### Track usage over the die, run 1

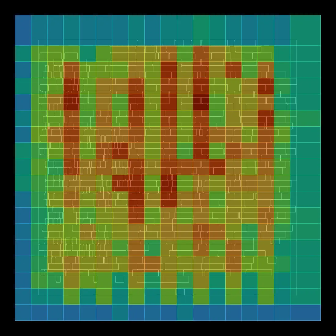
### Drive-strength map, run 1

Bar = 50 um.
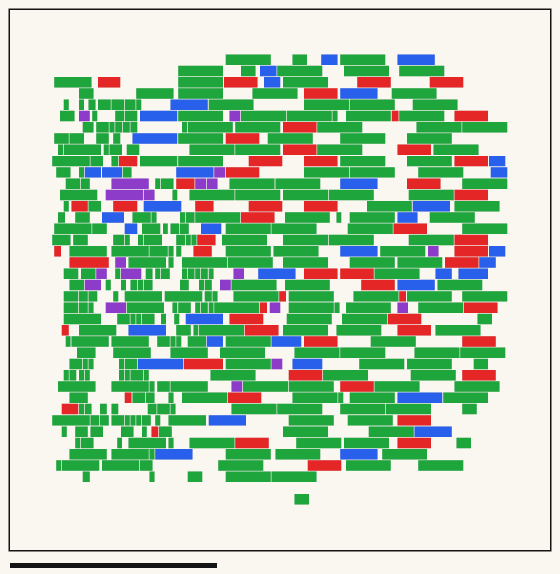
### Logic cells by family, run 1

Bar = 50 um.
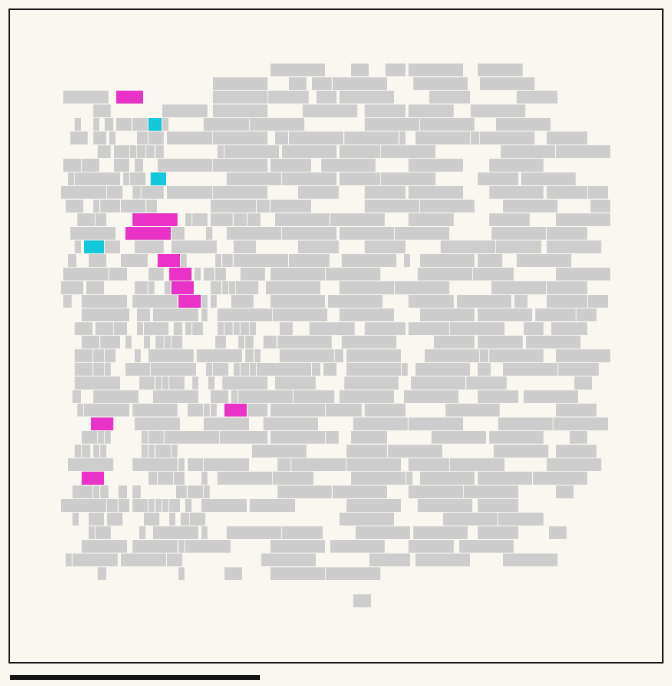
[src/rtl/uart_pkg.sv]
// Shared UART constants and types, used by both the RX and TX FIFO wrappers.
package uart_pkg;

  localparam int UART_DATA_W      = 8;
  localparam int UART_FIFO_DEPTH  = 16;
  localparam int UART_FIFO_AW     = 4;
  localparam int UART_FIFO_THRESH = 8;
  localparam int UART_TIMEOUT_CYC = 4096;

  typedef logic [UART_DATA_W-1:0] uart_byte_t;

endpackage

[src/rtl/uart_sync_fifo.sv]
// Generic first-word-fall-through FIFO with registered count, empty, full and level flags.
module uart_sync_fifo
  import uart_pkg::*;
#(
  parameter int DEPTH  = UART_FIFO_DEPTH,
  parameter int AW     = UART_FIFO_AW,
  parameter int W      = UART_DATA_W,
  parameter int THRESH = UART_FIFO_THRESH
) (
  input  logic         clk,
  input  logic         rst_n,
  input  logic         wr_en,
  input  logic [W-1:0] wr_data,
  input  logic         rd_en,
  input  logic         flush,
  output logic [W-1:0] rd_data,
  output logic         empty,
  output logic         full,
  output logic [AW:0]  count,
  output logic         level,
  output logic         push,
  output logic         pop
);

  logic [W-1:0]  mem [DEPTH];
  logic [AW-1:0] wr_ptr_q, wr_ptr_d;
  logic [AW-1:0] rd_ptr_q, rd_ptr_d;
  logic [AW:0]   count_q, count_d;
  logic          empty_q, full_q, level_q;

  // A full FIFO still accepts a write when the head is popped in the same cycle.
  assign push = wr_en & ~flush & (~full_q | rd_en);
  assign pop  = rd_en & ~flush & ~empty_q;

  always_comb begin
    wr_ptr_d = wr_ptr_q;
    rd_ptr_d = rd_ptr_q;
    count_d  = count_q;
    if (flush) begin
      wr_ptr_d = '0;
      rd_ptr_d = '0;
      count_d  = '0;
    end else begin
      if (push) wr_ptr_d = wr_ptr_q + AW'(1);
      if (pop)  rd_ptr_d = rd_ptr_q + AW'(1);
      case ({push, pop})
        2'b10:   count_d = count_q + (AW+1)'(1);
        2'b01:   count_d = count_q - (AW+1)'(1);
        default: count_d = count_q;
      endcase
    end
  end

  always_ff @(posedge clk or negedge rst_n) begin
    if (!rst_n) begin
      wr_ptr_q <= '0;
      rd_ptr_q <= '0;
      count_q  <= '0;
      empty_q  <= 1'b1;
      full_q   <= 1'b0;
      level_q  <= 1'b0;
    end else begin
      wr_ptr_q <= wr_ptr_d;
      rd_ptr_q <= rd_ptr_d;
      count_q  <= count_d;
      empty_q  <= (count_d == '0);
      full_q   <= (count_d == (AW+1)'(DEPTH));
      level_q  <= (count_d >= (AW+1)'(THRESH));
    end
  end

  always_ff @(posedge clk) begin
    if (push) mem[wr_ptr_q] <= wr_data;
  end

  assign rd_data = mem[rd_ptr_q];
  assign empty   = empty_q;
  assign full    = full_q;
  assign count   = count_q;
  assign level   = level_q;

endmodule

[src/rtl/uart_rx_fifo.sv]
// UART receive buffer: one push per rising edge of rx_valid, plus overrun and idle-timeout status.
module uart_rx_fifo
  import uart_pkg::*;
#(
  parameter int DEPTH       = UART_FIFO_DEPTH,
  parameter int AW          = UART_FIFO_AW,
  parameter int THRESH      = UART_FIFO_THRESH,
  parameter int TIMEOUT_CYC = UART_TIMEOUT_CYC
) (
  input  logic                   clk,
  input  logic                   rst_n,
  input  logic [UART_DATA_W-1:0] rx_data,
  input  logic                   rx_valid,
  input  logic                   rd_en,
  output logic [UART_DATA_W-1:0] rd_data,
  input  logic                   flush,
  input  logic                   clr_overrun,
  output logic                   empty,
  output logic                   full,
  output logic [AW:0]            count,
  output logic                   overrun,
  output logic                   level_irq,
  output logic                   rx_timeout
);

  localparam int TW = $clog2(TIMEOUT_CYC + 1);

  logic          rx_valid_q;
  logic          push_req, push, pop, drop;
  logic          overrun_q, overrun_d;
  logic [TW-1:0] tmo_q, tmo_d;

  // The receiver holds data_valid high for a whole byte time; only its rising edge is a new byte.
  assign push_req = rx_valid & ~rx_valid_q;

  uart_sync_fifo #(
    .DEPTH  (DEPTH),
    .AW     (AW),
    .W      (UART_DATA_W),
    .THRESH (THRESH)
  ) u_fifo (
    .clk     (clk),
    .rst_n   (rst_n),
    .wr_en   (push_req),
    .wr_data (rx_data),
    .rd_en   (rd_en),
    .flush   (flush),
    .rd_data (rd_data),
    .empty   (empty),
    .full    (full),
    .count   (count),
    .level   (level_irq),
    .push    (push),
    .pop     (pop)
  );

  // A byte lost to flush is deliberately not reported as an overrun.
  assign drop = push_req & full & ~rd_en & ~flush;

  always_comb begin
    overrun_d = overrun_q;
    if (drop)             overrun_d = 1'b1;
    else if (clr_overrun) overrun_d = 1'b0;

    tmo_d = tmo_q;
    if (flush | push | pop | empty)    tmo_d = '0;
    else if (tmo_q != TW'(TIMEOUT_CYC)) tmo_d = tmo_q + TW'(1);
  end

  always_ff @(posedge clk or negedge rst_n) begin
    if (!rst_n) begin
      rx_valid_q <= 1'b0;
      overrun_q  <= 1'b0;
      tmo_q      <= '0;
    end else begin
      rx_valid_q <= rx_valid;
      overrun_q  <= overrun_d;
      tmo_q      <= tmo_d;
    end
  end

  assign overrun    = overrun_q;
  assign rx_timeout = (tmo_q == TW'(TIMEOUT_CYC)) & ~empty;

endmodule

[config.mk]
export PLATFORM = sky130hd
export DESIGN_NAME = uart_rx_fifo
export DESIGN_NICKNAME = d
export VERILOG_FILES = /design/src/rtl/uart_pkg.sv /design/src/rtl/uart_sync_fifo.sv /design/src/rtl/uart_rx_fifo.sv
export SDC_FILE = /design/constraint.sdc
export NUM_CORES = 1
export LEC_CHECK = 0
export CAP_MARGIN = 30
export CORE_MARGIN = 10
export CORE_UTILIZATION = 54
export DETAILED_ROUTE_END_ITERATION = 16
export GPL_TIMING_DRIVEN = 0
export PLACE_DENSITY_LB_ADDON = 0.25
export SYNTH_ARGS = -nofsm -noshare
export SYNTH_HDL_FRONTEND = slang
export SYNTH_SLANG_ARGS = --single-unit
export TNS_END_PERCENT = 1
[constraint.sdc]
create_clock -name clk -period 3 [get_ports clk]
set_input_delay 0.75 -clock clk [delete_from_list [all_inputs] [get_ports clk]]
set_output_delay 0.75 -clock clk [all_outputs]
set_load 0.05 [all_outputs]
==> impl_metrics.env, run 1 <==
# physical design summary
export IMPL_design_die_area_sq_mm=0.01698
export IMPL_vias=3388
export IMPL_numSynthFlops=159
export IMPL_finalNonFillerCells=593
export IMPL_vias_per_std_cell=5.713
export IMPL_max_cap_violations=0
export IMPL_first_pass_grt_wire_length_mm=20.27
export IMPL_synth_sequential_area_ratio=0.7033
export IMPL_area_share_nonclk_buffers=0.07181
export IMPL_clk_buf=24
export IMPL_final_cell_mix="sky130_fd_sc_hd__edfxtp_1, sky130_fd_sc_hd__mux4_2, sky130_fd_sc_hd__nor2_1"
export IMPL_number_of_antenna_violations_at_the_first_check_in_global_routing=0
export IMPL_power_leakage_nw=2.709
export IMPL_critical_path_required_ns=2.25
export IMPL_nNetsFinal=457
export IMPL_skew_ns=0.004848
export IMPL_powerDensity_mw_per_mm2=619.7
export IMPL_nMultiInputCombCells=180
export IMPL_ys_warn_count=0
export IMPL_yosys_most_used_dff="sky130_fd_sc_hd__edfxtp_1"
export IMPL_finalHoldViolCount=0
export IMPL_netlist_instances=372
export IMPL_cts_hold_repair_buffers=0
export IMPL_final_wl_mm=12.54
export IMPL_largestClassByArea="flip-flops and latches"
export IMPL_drc=0
export IMPL_count_of_library_flops_with_an_enable_pin=128
export IMPL_critPathLaunchType="flop"
export IMPL_worst_pin_slew_ns=0.8943
export IMPL_detailedRoute_firstIterationViolations=255
export IMPL_clk_latency_ns=0.42
export IMPL_layout_cells_most_common="sky130_fd_sc_hd__edfxtp_1"
export IMPL_setup_slack_ns=-0.05777
export IMPL_run_status="complete, but fails checks"
export IMPL_buffers=61
export IMPL_worst_reg_to_reg_setup_slack_ns=0.30
export IMPL_worst_setup_path_end_kind="output pin"
export IMPL_highest_net_fanout_along_the_worst_path=9
export IMPL_placeableCoreArea_sq_mm=0.01196
export IMPL_finalSetupViolations=8
export IMPL_io_buffer_count=31
export IMPL_core_util_floorplan=0.5493
export IMPL_worstPathArrival_ns=2.31
export IMPL_sequential_cell_area_sq_mm=0.004622
export IMPL_worst_setup_path_startpoint="u_fifo.rd_ptr_q[0]"
export IMPL_ctsLongestPathBuffers=2
export IMPL_clockNetworkAreaShare=0.07451
export IMPL_nFillCells=813
export IMPL_async_reset_ff_frac=0.1950
export IMPL_final_core_util=0.6598
export IMPL_top_cells_by_area="sky130_fd_sc_hd__edfxtp_1, sky130_fd_sc_hd__mux4_2, sky130_fd_sc_hd__dfrtp_1, sky130_fd_sc_hd__nor2_1, sky130_fd_sc_hd__ha_1"
export IMPL_post_route_setup_tns_ns=-0.3117
export IMPL_synth_cell_area_sq_mm=0.006570
export IMPL_violated_checks="negative setup slack"
export IMPL_regToRegStartpoint="rx_valid_q"
export IMPL_vias_in_the_first_global_route=3624
export IMPL_cts_root_buf="sky130_fd_sc_hd__clkbuf_16"
export IMPL_ys_cells=372
export IMPL_die_size_x_um=130.3
export IMPL_h_tree_depth=4
export IMPL_share_of_the_clock_period_used_by_the_worst_path_after_layout=1.019
export IMPL_dp_cells=559
export IMPL_timing_slew_headroom=0.4019
export IMPL_cts_tree="yes"
export IMPL_tap_cells=147
export IMPL_synth_cell_type_count=40
export IMPL_post_route_min_period_ns=3.058
export IMPL_worstHoldPathCells=1
export IMPL_ys_area_sq_mm=0.006570
export IMPL_synth_top_area_share=0.5850
export IMPL_place_hpwl_mm=8.416
export IMPL_ios=32
export IMPL_globalplace_congestion=0.7740
export IMPL_ir_worst_vdd_uv=304.7
export IMPL_grt_start_max_net_pins=20
export IMPL_multi_input_combinational_area_share=0.2375
export IMPL_clk_pin_slew_ns=0.05
export IMPL_placed_area_sq_mm=0.007207
export IMPL_multiInputGateArea_sq_mm=0.001874
export IMPL_worstRegToRegCells=12
export IMPL_final_max_slew_viol_count=0
export IMPL_synthDominantAreaCellType="sky130_fd_sc_hd__edfxtp_1"
export IMPL_number_of_warnings_the_tools_reported=33
export IMPL_num_antenna_cells=0
export IMPL_num_rows=40
export IMPL_global_route_overflow=0
export IMPL_layout_cell_area_non_filler_sq_mm=0.007893
export IMPL_syn_area_per_cell_sq_um=17.66
export IMPL_hold_path_class="input port to flop"
export IMPL_layout_overhead_on_the_synthesized_area_pct=20.13
export IMPL_r2r_end="u_fifo.full"
export IMPL_die_height_um=130.3
export IMPL_cts_sinks=159
export IMPL_maxClockFrequency_ghz=0.3270
export IMPL_tritoncts_num_buffers=17
export IMPL_drt_pre_antenna_iters=4
export IMPL_drive_gt1_frac=0.2623
export IMPL_unrepaired_setup_endpoints_after_global_routing="true"
export IMPL_seq_area_frac=0.5856
export IMPL_capture_point_of_the_critical_path="rd_data[4]"
export IMPL_postSynthNetCount=396
export IMPL_nNonClkInverters=14
Notes on 'Track usage over the die' above:
routing layer with the top usage in global route: met2
detail-routed net length per standard cell: 21.14 um
GRT met3 Usage: 0.05152
global-route usage over all layers: 0.1632
met2 Use GR: 0.2803

Notes on 'Drive-strength map' above:
| size | colour | cells | share |
|---|---|---|---|
| x6 and larger | blue | 38 | 8.5% |
| x1 and smaller | green | 329 | 74% |
| x2 | red | 59 | 13% |
| x3 and x4 | purple | 20 | 4.5% |

Notes on 'Logic cells by family' above:
| family | colour | cells |
|---|---|---|
| non-inverting ao/oa cells | cyan | 3 |
| fa/ha/maj cells | magenta | 10 |

run 1: Yosys cell counts, types with 3 or more instances:
master	instances
sky130_fd_sc_hd__dfrtp_1	30
sky130_fd_sc_hd__nor3_1	4
sky130_fd_sc_hd__buf_2	3
sky130_fd_sc_hd__edfxtp_1	128
sky130_fd_sc_hd__ha_1	10
sky130_fd_sc_hd__xor2_1	11
sky130_fd_sc_hd__o21ai_0	4
sky130_fd_sc_hd__nor2_1	36
sky130_fd_sc_hd__clkbuf_1	11
sky130_fd_sc_hd__nand2_1	13
sky130_fd_sc_hd__xnor2_1	10
sky130_fd_sc_hd__inv_1	13
sky130_fd_sc_hd__buf_4	4
sky130_fd_sc_hd__nand4_1	4
sky130_fd_sc_hd__nand3_1	7
sky130_fd_sc_hd__mux4_2	40
sky130_fd_sc_hd__nor4_1	5
sky130_fd_sc_hd__nor2b_1	3
sky130_fd_sc_hd__and3_1	6
sky130_fd_sc_hd__nor4b_1	3
sky130_fd_sc_hd__a21oi_1	4
run 1: power breakdown:
| group | switching, mW | internal, mW |
|---|---|---|
| registers | 0.0140 | 2.40 |
| logic | 0.184 | 0.153 |
| clock network | 0.791 | 1.34 |
| total | 0.989 | 3.90 |
run 1: metrics by stage:
step,hold WS [ns],setup WS [ns],power (mW)
global placement,0.5204,-1.059,2.768
finish,0.4829,-0.05777,4.891
global route,0.4806,-0.1400,5.044
CTS,0.5448,-0.1046,4.922
detailed placement,0.5287,-0.7856,2.780
floorplan,0.4544,0.01347,2.656
run 1: per-layer routing:
layer  share of wire  vias to the layer above  GRT usage
met2            0.54                       78     0.2803
met3           0.056                       15    0.05152
met1            0.39                     1734     0.1881
li1                -                     1561          -
met4           0.016                        0    0.05952
met5               0                        -          0
run 1: registers in the layout (all words and copies together) (netlist names):
name	flops
u_fifo.count	5
u_fifo.wr_ptr_q	4
u_fifo.mem	128
rx_valid_q	1
overrun	1
u_fifo.empty	1
tmo_q	13
u_fifo.full	1
u_fifo.level	1
u_fifo.rd_ptr_q	4
run 1: worst max-delay path, cell delays in order (launching register included):
cell                      delay [ns]
sky130_fd_sc_hd__dfrtp_1        0.36
sky130_fd_sc_hd__buf_6          0.15
sky130_fd_sc_hd__buf_12         0.15
sky130_fd_sc_hd__mux4_2         0.54
sky130_fd_sc_hd__mux4_2         0.51
sky130_fd_sc_hd__buf_6          0.17
run 1: cell families after synthesis:
| logic type | synth area share |
|---|---|
| AOI/OAI and AO/OA | 0.01790 |
| adders and majority gates | 0.01904 |
| xor gates and xnor gates | 0.02799 |
| muxes | 0.1419 |
| and+or+nand+nor | 0.06704 |
| DFF | 0.7033 |
| buffers and inverters | 0.02285 |
run 1: worst min-delay path by stage:
stage / startpoint / to / slack (ns)
3_3_place_gp: overrun / overrun / 0.52
2_1_floorplan: rst_n / overrun / 0.45
3_5_place_dp: tmo_q[12] / tmo_q[12] / 0.53
4_1_cts: tmo_q[12] / tmo_q[12] / 0.54
5_1_grt: rx_valid / rx_valid_q / 0.48
6_report: rx_valid / rx_valid_q / 0.48
run 1: what timing repair did:
item                       4_1_cts  5_1_grt
setup endpoints to repair       13       13
resized                         78       10
cloned                           0        0
pin swaps                        2        4
buffers inserted                 3        0
hold endpoints to repair         0        0
### Register map, names as in the netlist, run 1

Bar = 50 um. Other sequential cells in the stronger grey, the rest of the logic in the fainter grey.
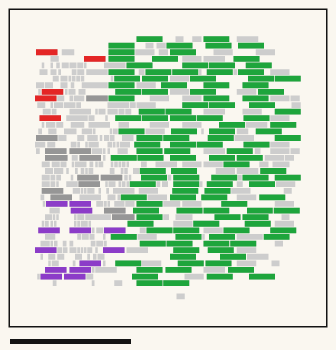

==> run 2, diff against run 1 <==
--- a/config.mk
+++ b/config.mk
@@ -7,10 +7,11 @@
 export LEC_CHECK = 0
 export CAP_MARGIN = 30
 export CORE_MARGIN = 10
-export CORE_UTILIZATION = 54
+export CORE_UTILIZATION = 60
 export DETAILED_ROUTE_END_ITERATION = 16
 export GPL_TIMING_DRIVEN = 0
 export PLACE_DENSITY_LB_ADDON = 0.25
+export SKIP_CTS_REPAIR_TIMING = 1
 export SYNTH_ARGS = -nofsm -noshare
 export SYNTH_HDL_FRONTEND = slang
 export SYNTH_SLANG_ARGS = --single-unit
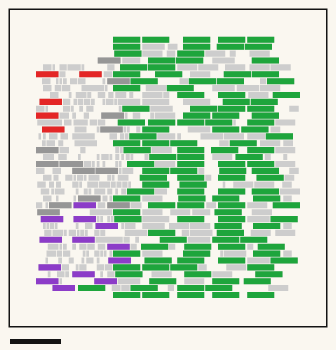
*Register map, names as in the netlist, run 2*
Bar = 20 um. Other sequential cells in the stronger grey, the rest of the logic in the fainter grey.
| signal | colour | placed flops |
|---|---|---|
| u_fifo.mem | green | 128 |
| tmo_q | purple | 13 |
| u_fifo.count | red | 5 |

==> run 2 against run 1 <==
Net effect:
- the flow still finishes with violations (negative setup slack)
- routed wire length rose by 8.6%
- maximum frequency shrank 7.3%
- total power grew 2.0%
- flip-flop count unchanged
- clock power rose by 3%
- clock-buffer cell count shrank 6
- die area down 8.5%
- global-route usage increased by 1.2 points
- sequential power barely moved
==> impl_metrics.env, run 2 <==
# physical design summary
export IMPL_worstPathArrival_ns=2.55
export IMPL_synth_cell_type_count=40
export IMPL_critPathLaunchType="flop"
export IMPL_setup_slack_ns=-0.2999
export IMPL_nNetsFinal=461
export IMPL_ir_worst_vdd_uv=363.6
export IMPL_number_of_antenna_violations_at_the_first_check_in_global_routing=0
export IMPL_unrepaired_setup_endpoints_after_global_routing="true"
export IMPL_hold_path_class="flop to flop"
export IMPL_syn_area_per_cell_sq_um=17.66
export IMPL_vias=3491
export IMPL_synth_sequential_area_ratio=0.7033
export IMPL_max_cap_violations=0
export IMPL_detailedRoute_firstIterationViolations=343
export IMPL_layout_overhead_on_the_synthesized_area_pct=21.44
export IMPL_cts_tree="yes"
export IMPL_grt_util_met3=0.04681
export IMPL_design_die_area_sq_mm=0.01554
export IMPL_synthDominantAreaCellType="sky130_fd_sc_hd__edfxtp_1"
export IMPL_global_route_peak_usage_layer="met2"
export IMPL_yosysMostFrequentCell="sky130_fd_sc_hd__edfxtp_1"
export IMPL_num_rows=38
export IMPL_finalSetupViolations=9
export IMPL_placeableCoreArea_sq_mm=0.01079
export IMPL_hold_path_endpoint="overrun"
export IMPL_postSynthNetCount=396
export IMPL_synth_top_area_share=0.5850
export IMPL_vias_per_std_cell=5.917
export IMPL_vias_in_the_first_global_route=3763
export IMPL_top_cells_by_area="sky130_fd_sc_hd__edfxtp_1, sky130_fd_sc_hd__mux4_2, sky130_fd_sc_hd__dfrtp_1, sky130_fd_sc_hd__nor2_1, sky130_fd_sc_hd__ha_1"
export IMPL_async_reset_ff_frac=0.1950
export IMPL_global_route_usage_met1=0.2035
export IMPL_globalplace_congestion=0.7826
export IMPL_finalNonFillerCells=590
export IMPL_highest_net_fanout_along_the_worst_path=9
export IMPL_final_wl_mm=13.62
export IMPL_worstHoldPathCells=2
export IMPL_violated_checks="negative setup slack"
export IMPL_tritoncts_num_buffers=17
export IMPL_ys_cells=372
export IMPL_numSynthFlops=159
export IMPL_grt_met2_usage=0.3009
export IMPL_h_tree_depth=4
export IMPL_critical_path_required_ns=2.25
export IMPL_drive_gt1_frac=0.2689
export IMPL_share_of_the_clock_period_used_by_the_worst_path_after_layout=1.100
export IMPL_netlist_instances=372
export IMPL_dp_cells=552
export IMPL_global_route_overflow=0
export IMPL_final_max_slew_viol_count=0
export IMPL_maxClockFrequency_ghz=0.3030
export IMPL_clk_pin_slew_ns=0.06
export IMPL_hold_slack_ns=0.5436
export IMPL_drc=0
export IMPL_pre_cts_slack_ns=-0.7726
export IMPL_placed_area_sq_mm=0.007206
export IMPL_yosys_most_used_dff="sky130_fd_sc_hd__edfxtp_1"
export IMPL_timing_slew_headroom=0.4356
export IMPL_core_util_floorplan=0.6087
export IMPL_drt_pre_antenna_iters=4
export IMPL_ys_area_sq_mm=0.006570
export IMPL_skew_ns=0.005307
export IMPL_r2r_end="u_fifo.full"
export IMPL_finalHoldViolCount=0
export IMPL_cts_root_buf="sky130_fd_sc_hd__clkbuf_8"
export IMPL_largest_reg_flops=128
export IMPL_ctsLongestPathBuffers=2
export IMPL_num_antenna_cells=0
export IMPL_power_leakage_nw=2.750
export IMPL_die_height_um=124.6
export IMPL_worstRegToRegCells=12
export IMPL_synth_cell_area_sq_mm=0.006570
export IMPL_grt_start_max_net_pins=21
export IMPL_powerDensity_mw_per_mm2=625.2
export IMPL_largest_register="u_fifo.mem"
export IMPL_ios=32
export IMPL_ys_warn_count=0
export IMPL_run_status="complete, but fails checks"
export IMPL_count_of_library_flops_with_an_enable_pin=128
export IMPL_io_buffer_count=31
export IMPL_place_hpwl_mm=8.630
export IMPL_hold_path_startpoint="overrun"
export IMPL_worst_setup_path_end_kind="output pin"
export IMPL_layout_cells_most_common="sky130_fd_sc_hd__edfxtp_1"
export IMPL_cts_sinks=159
export IMPL_route_detailed_wl_per_inst_um=23.08
export IMPL_number_of_warnings_the_tools_reported=33
export IMPL_post_route_min_period_ns=3.300
export IMPL_worst_reg_to_reg_setup_slack_ns=0.32
export IMPL_layout_cell_area_non_filler_sq_mm=0.007979
export IMPL_yosys_top_cells_count="sky130_fd_sc_hd__edfxtp_1, sky130_fd_sc_hd__mux4_2, sky130_fd_sc_hd__nor2_1"
export IMPL_final_cell_mix="sky130_fd_sc_hd__edfxtp_1, sky130_fd_sc_hd__mux4_2, sky130_fd_sc_hd__nor2_1"
export IMPL_grt_usage=0.1750
export IMPL_regToRegStartpoint="rx_valid_q"
export IMPL_die_size_x_um=124.6
export IMPL_clk_latency_ns=0.53
export IMPL_first_pass_grt_wire_length_mm=20.84
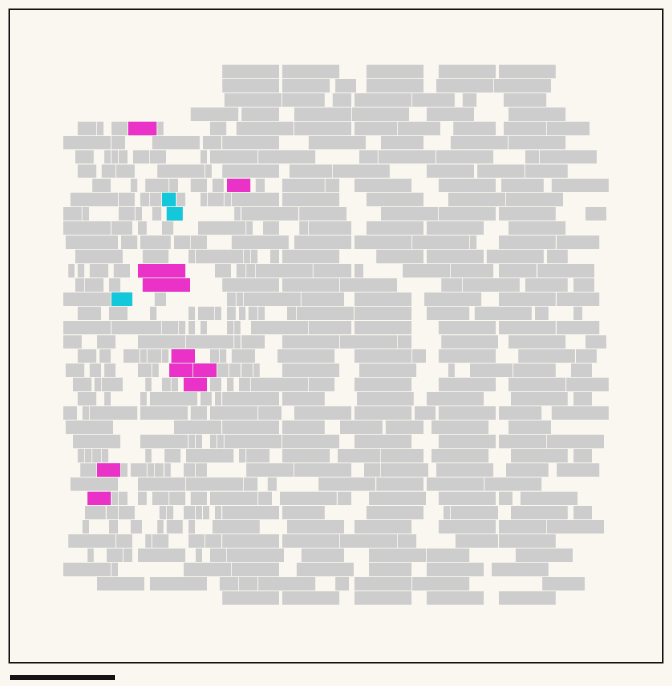
*Logic cells by family, run 2*
Bar = 20 um.
| family | colour | cells |
|---|---|---|
| non-inverting ao/oa cells | cyan | 3 |
| fa/ha/maj cells | magenta | 10 |

[run 2: final cells by class]
type                       count  area (sq um)
fill                         636          2814
tap                          140         175.2
clock buffer                  18         417.9
multi-input combinational    180          1862
timing repair buffer          46         471.7
buffer                        19         182.7
inverter                      14         57.56
sequential                   159          4621
clock inverter                14         191.4
[run 2: worst max-delay path by stage]
stage	startpoint	to	slack, ns	cells after the start
final	u_fifo.rd_ptr_q[0]	rd_data[6]	-0.30	5
after global routing	u_fifo.rd_ptr_q[0]	rd_data[6]	-0.34	5
after CTS	u_fifo.rd_ptr_q[1]	rd_data[6]	-1.36	5
after detailed placement	u_fifo.rd_ptr_q[1]	rd_data[4]	-0.77	5
after global placement	flush	u_fifo.mem[3][1]	-1.06	6
after floorplan	rd_en	u_fifo.full	0.01	9
[run 2: where the power goes]
part	leakage (nW)	internal [mW]	switching, mW
logic	0.883	0.169	0.196
clock network	0.290	1.35	0.857
registers	1.58	2.40	0.0133
[run 2: kinds of logic after synthesis]
logic type	share of synthesized area
multiplexers	0.1419
AND/OR/NAND/NOR	0.06704
adder cells (fa/ha/maj)	0.01904
flip-flops	0.7033
AND-OR/OR-AND	0.01790
XOR/XNOR	0.02799
buffers and inverters	0.02285
[run 2: layer usage]
metal  vias to the layer above  wire length, um  part of all wire
li1                       1572                -                 -
met1                      1811             5643              0.41
met3                        20              465             0.034
met5                         -                0                 0
met4                         0              311             0.023
met2                        88             7199              0.53
[run 2: critical path, stage by stage, from the launching register on]
cell and delay [ns]:
sky130_fd_sc_hd__dfrtp_1 0.40, sky130_fd_sc_hd__buf_12 0.18, sky130_fd_sc_hd__clkbuf_16 0.17, sky130_fd_sc_hd__mux4_2 0.56, sky130_fd_sc_hd__mux4_2 0.53, sky130_fd_sc_hd__buf_6 0.18
[run 2: metrics by stage]
step	setup TNS (ns)	power (mW)	utilization
6_report	-1.924	4.989	0.7393
5_1_grt	-2.628	5.133	0.7393
4_1_cts	-11.46	4.970	0.7241
3_5_place_dp	-24.55	2.785	0.6676
3_3_place_gp	-68.41	2.768	0.6581
2_1_floorplan	0	2.656	-
Power and IR drop assume default switching activity.
